Design transpad_req_router, sky130hd; sources not shown.
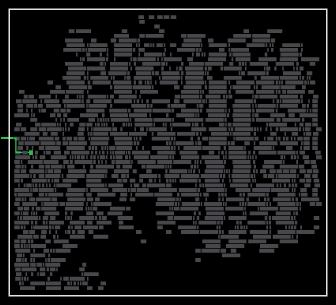
Run 1: port wiring
port	color	bits	direction	edge	end cells	wire
act	green	1	input	left	1	15.9 um
# IOs: 157
# port buffers: 156

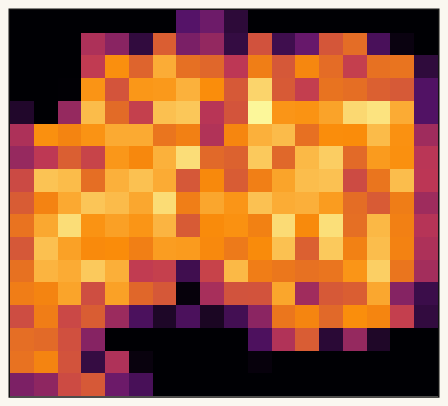
Run 1: local utilization
The die is cut into 18 by 17 equal tiles; black is low, pale yellow is high, 0 to 100% covered.
tiles over 75% full	28%
nearly empty tiles	19%
mean over tiles	51%
core area: 0.0288 mm2
FP Core Util: 0.456
post-layout util: 0.554

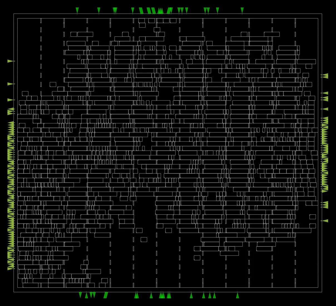
Run 1: placed standard cells
fin cells: 1592
seq_cells: 320
layout filler cell count: 2348
tap cells: 366

==> results.json, run 1 <==
{
  "p_leak_nw": 5.84,
  "critical_path.top_delay_family": "buffers and inverters",
  "yosys_most_used_dff": "edfxtp_1",
  "grt-ovfl-total": 0,
  "fmax_ghz": 0.266,
  "crit_fanout": 64,
  "postSynthAreaPerCell_um2": 12.5,
  "ys_seq_frac": 0.709,
  "drc": 0,
  "hold_class": "flip-flop to flip-flop",
  "p_switching_mw": 5.15,
  "swShare": 0.375,
  "slowest_stage": "buf_4",
  "wl_met1_mm": 11.7,
  "ctsHoldBuffers": 0,
  "yosysTopAreaCell": "edfxtp_1",
  "cts_buffer_depth": 3,
  "p_per_area_mw_per_mm2": 861,
  "path_clk_slew_ns": 0.06,
  "drt_iter0_markers": 626,
  "seq_area_mm2": 0.00931,
  "crit_required_ns": 3.12,
  "met3_length_mm": 2.38,
  "ys_area_mm2": 0.0131,
  "rsz0062_at_grt": "no",
  "finalNetCount": 1308,
  "vias_per_cell": 5.24,
  "reg2reg_slack_ns": 1.09,
  "fin_ws_ns": 0.143,
  "highest_layer": "met5",
  "relSlewSlack": 0.364,
  "holdPathStages": 0,
  "grt_pass1_vias": 8255,
  "setup_tns_ns": 0,
  "place_ws_ns": 0.670,
  "cpPeakStageDelay_ns": 0.53,
  "crit_cells": 6,
  "finalSetupViolCount": 0,
  "syn_inst": 1050,
  "die_h_um": 166,
  "synthDominantCellAreaShare": 0.595,
  "r2r_cells": 14,
  "max_cap_violations": 0,
  "ys_ff": 320,
  "tool_warnings": 26,
  "logic_area_mm2": 0.00332,
  "finalWeightedCongestion": 0.799,
  "ys_top_cells_by_area": "edfxtp_1 (59%), dfrtp_1 (11%), nor2_1 (6.6%)",
  "synthArstFlopShare": 0.188,
  "syn_to_final_growth_pct": 21.6,
  "cts-root-buf": "clkbuf_16",
  "clock_sinks": 320,
  "hold_viol": 0,
  "combPwrFrac": 0.458,
  "ctsResizeCount": 0,
  "ys_types": 34,
  "crit_chain": "buf_4 > o21ai_0 > o211ai_1 > nand2_1 > nor2_4 > clkdlybuf4s50_1",
  "die-area_mm2": 0.0305,
  "drt_pre_antenna_iters": 5,
  "clkPwrFrac": 0.201,
  "p_int_mw": 8.59,
  "ant_nets": 0,
  "ir_worst_vdd_mv": 0.923,
  "worstPathArrival_ns": 2.98,
  "clock_latency_ns": 0.55,
  "hold_slack_ns": 0.417,
  "hpwlAfterDp_mm": 17.9,
  "vias": 8345,
  "h-tree-depth": 1,
  "drv_slew": 0,
  "antenna_found_initial": 1,
  "cts_buffers": 31,
  "tightest_slew_ns": 0.949,
  "die_w_um": 184,
  "synth-edff-count": 260,
  "worst_clock_skew_ns": 0.00652,
  "crit_path_start_kind": "flip-flop",
  "routed_wl_mm": 28.7,
  "status": "complete, no violations",
  "grt_max_degree": 66,
  "fp_nets": 1155,
  "critical_path_class": "flip-flop to primary output",
  "yosysWarningCount": 0,
  "cts_tree": "done"
}
[run 1: synth_stat cells (all sizes together) (8+ instances only)]
master	instances
nor2	261
edfxtp	260
o21ai	162
nand2	84
dfrtp	60
inv	46
buf	36
nand3	36
o211ai	32
clkbuf	20
ha	16
nor3	12
xnor2	9
xor2	8
[run 1: power by group through the flow]
stage	registers (mW)	clock network [mW]	logic [mW]
floorplan	4.75	0	3.88
global placement	4.72	0	6.23
detailed placement	4.73	0	6.34
CTS	4.68	2.81	6.38
global route	4.74	2.96	6.92
finish	4.68	2.77	6.29
[run 1: layout by cell type (no fill, tap or decap), types with 17 or more instances in the layout]
cell             Yosys  layout
dfrtp_1             60      58
nand3_1             34      34
o21ai_0            148     148
clkbuf_16            0      31
clkdlybuf4s50_1      0     156
nor2_1             229     229
inv_1               39      39
buf_4               11      17
nand2_1             78      78
edfxtp_1           260     260
nor2_4              29      29
o211ai_1            32      32
[run 1: cell type report]
type	instances	share of cell area
Inverter	47	0.0115
Clock buffer	36	0.0498
Timing Repair Buffer	176	0.110
Multi-Input combinational cell	627	0.208
Clock inverter	19	0.00862
Antenna cell	1	0.000157
Sequential cell	320	0.583
Tap cell	366	0.0287
[run 1: per-layer routing]
layer	vias up	track usage
li1	3956	-
met1	4023	0.248
met2	312	0.315
met3	52	0.0447
met4	2	0.0497
met5	-	0
[run 1: through the flow]
| stage | instance area, um2 | std cells |
|---|---|---|
| final | 16000 | 1592 |
| after global routing | 16000 | 1591 |
| after CTS | 16000 | 1591 |
| after detailed placement | 15000 | 1536 |
| after global placement | 15000 | 1536 |
| after floorplan | 13100 | 1050 |
[run 1: kinds of logic after synthesis]
| group | count (synthesis) | synth area share |
|---|---|---|
| compound gates | 196 | 0.0810 |
| xor+xnor | 17 | 0.0119 |
| fa+ha+maj | 18 | 0.0183 |
| buf+inv | 103 | 0.0405 |
| flops | 320 | 0.709 |
| simple gates | 396 | 0.139 |
==> run 2: changes to the inputs <==
- SLEW_MARGIN: 10 -> default
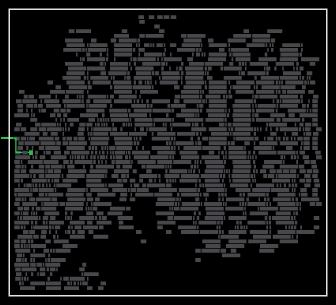
Run 2: port wiring
port	color	bits	direction	edge	end cells	wire
act	green	1	input	left	1	15.9 um

==> results.json, run 2 <==
{
  "status": "complete, no violations",
  "syn-cell-area_mm2": 0.0131,
  "tightest_slew_ns": 0.949,
  "worstPathArrival_ns": 2.98,
  "ant_nets": 0,
  "top_cells_by_count": "edfxtp_1 (260), nor2_1 (229), o21ai_0 (148)",
  "ys_area_mm2": 0.0131,
  "postSynthAreaPerCell_um2": 12.5,
  "r2r_cells": 14,
  "rows": 59,
  "ys_ff": 320,
  "pin_count": 157,
  "rsz0062_at_grt": "no",
  "ys_cells": 1050,
  "drv_slew": 0,
  "fp_nets": 1155,
  "tool_warnings": 26,
  "grt-ovfl-total": 0,
  "ctsResizeCount": 0,
  "power_mw": 13.7,
  "routed_wl_mm": 28.7,
  "yosysWarningCount": 0,
  "clock_latency_ns": 0.55,
  "hpwlAfterDp_mm": 17.9,
  "portBuffers": 156,
  "worst_clock_skew_ns": 0.00652,
  "setup_tns_ns": 0,
  "syn_inst": 1050,
  "cts_tree": "done",
  "finalWeightedCongestion": 0.799,
  "ys_seq_frac": 0.709,
  "grt_max_degree": 66,
  "cts_buffer_depth": 3,
  "synth-edff-count": 260,
  "critical_path_class": "flip-flop to primary output",
  "cts-root-buf": "clkbuf_16",
  "drt_pre_antenna_iters": 5,
  "die_w_um": 184,
  "die_h_um": 166,
  "grt_usage": 0.188,
  "crit_path_start_kind": "flip-flop",
  "wire_per_inst_um": 18.1,
  "ys_top_cells_by_area": "edfxtp_1 (59%), dfrtp_1 (11%), nor2_1 (6.6%)",
  "post_cts_buffers": 0,
  "crit_fanout": 64,
  "ys_types": 34,
  "antenna_found_initial": 1,
  "layout-drive-gt1-share": 0.0955,
  "finalNetCount": 1308,
  "yosys_most_used_dff": "edfxtp_1",
  "vias_per_cell": 5.24,
  "ctsHoldBuffers": 0,
  "cts_buffers": 31,
  "relSlewSlack": 0.364,
  "synthArstFlopShare": 0.188,
  "synthDominantCellAreaShare": 0.595,
  "hold_class": "flip-flop to flip-flop",
  "p_per_area_mw_per_mm2": 861,
  "holdPathStages": 0,
  "drt_iter0_markers": 626,
  "clock_sinks": 320,
  "synth.most_common_cell": "edfxtp_1",
  "core_mm2": 0.0288,
  "num-fill-cells": 2348,
  "finalSetupViolCount": 0,
  "critPathCaptureType": "primary output",
  "vias": 8345,
  "lay_top_count": "edfxtp_1",
  "ir_worst_vdd_mv": 0.923,
  "grt_first_pass_wirelength_mm": 44.5,
  "crit_required_ns": 3.12,
  "fmax_ghz": 0.266,
  "lay_top_cells": "edfxtp_1 (260), nor2_1 (229), clkdlybuf4s50_1 (156)",
  "syn_to_final_growth_pct": 21.6,
  "initCoreUtil": 0.456,
  "p_leak_nw": 5.84,
  "fin_crit_sh": 0.963,
  "grt_pass1_vias": 8255,
  "h-tree-depth": 1,
  "die-area_mm2": 0.0305,
  "path_clk_slew_ns": 0.06,
  "hold_viol": 0,
  "drc": 0,
  "max_cap_violations": 0,
  "yosysTopAreaCell": "edfxtp_1",
  "reg2reg_slack_ns": 1.09,
  "fin_crit_ns": 3.76
}
run 2: cell counts after synthesis:
Identical to the previous run, type by type.
run 2: metrics by stage:
stage | setup slack (ns) | std cells | area, um2 | utilization | hold WS [ns]
after floorplan | 0.0821 | 1050 | 13100 | - | 0.416
after global placement | 0.742 | 1536 | 15000 | 0.522 | 0.419
after detailed placement | 0.670 | 1536 | 15000 | 0.522 | 0.419
after CTS | 0.0470 | 1591 | 16000 | 0.554 | 0.434
after global routing | 0.0191 | 1591 | 16000 | 0.554 | 0.430
final | 0.143 | 1592 | 16000 | 0.554 | 0.417
run 2: cell families (layout without fill, tap and decap cells):
kind of cell,after synthesis,after routing,share of synthesized area
buffers and inverters,103,278,0.0405
xor gates and xnor gates,17,17,0.0119
AOI/OAI and AO/OA,196,196,0.0810
and+or+nand+nor,396,396,0.139
DFF,320,320,0.709
adders and majority gates,18,18,0.0183
other,0,1,0
run 2: critical path: stages (launching register included):
cell             delay [ns]
dfrtp_2                0.40
buf_4                  0.53
o21ai_0                0.21
o211ai_1               0.34
nand2_1                0.23
nor2_4                 0.15
clkdlybuf4s50_1        0.53
run 2: layout make-up:
| class | count | area, um2 | share of cell area |
|---|---|---|---|
| timing repair buffer | 176 | 1750 | 0.110 |
| multi-input combinational | 627 | 3320 | 0.208 |
| antenna | 1 | 2.50 | 0.000157 |
| clock inverter | 19 | 138 | 0.00862 |
| tap | 366 | 458 | 0.0287 |
| inverter | 47 | 184 | 0.0115 |
| sequential | 320 | 9310 | 0.583 |
| clock buffer | 36 | 795 | 0.0498 |
run 2: metal layers:
layer | global-route usage | up-vias | wire (um)
met5 | 0 | - | 13
met4 | 0.0497 | 2 | 718
met3 | 0.0447 | 52 | 2380
met2 | 0.315 | 312 | 13900
met1 | 0.248 | 4023 | 11700
li1 | - | 3956 | -
run 2: where the power goes:
group / leakage (nW) / internal [mW] / switching (mW)
sequential: 3.09 / 4.35 / 0.327
combinational: 2.29 / 2.67 / 3.63
clock: 0.455 / 1.57 / 1.19
Power is estimated from default activity; no workload was simulated.
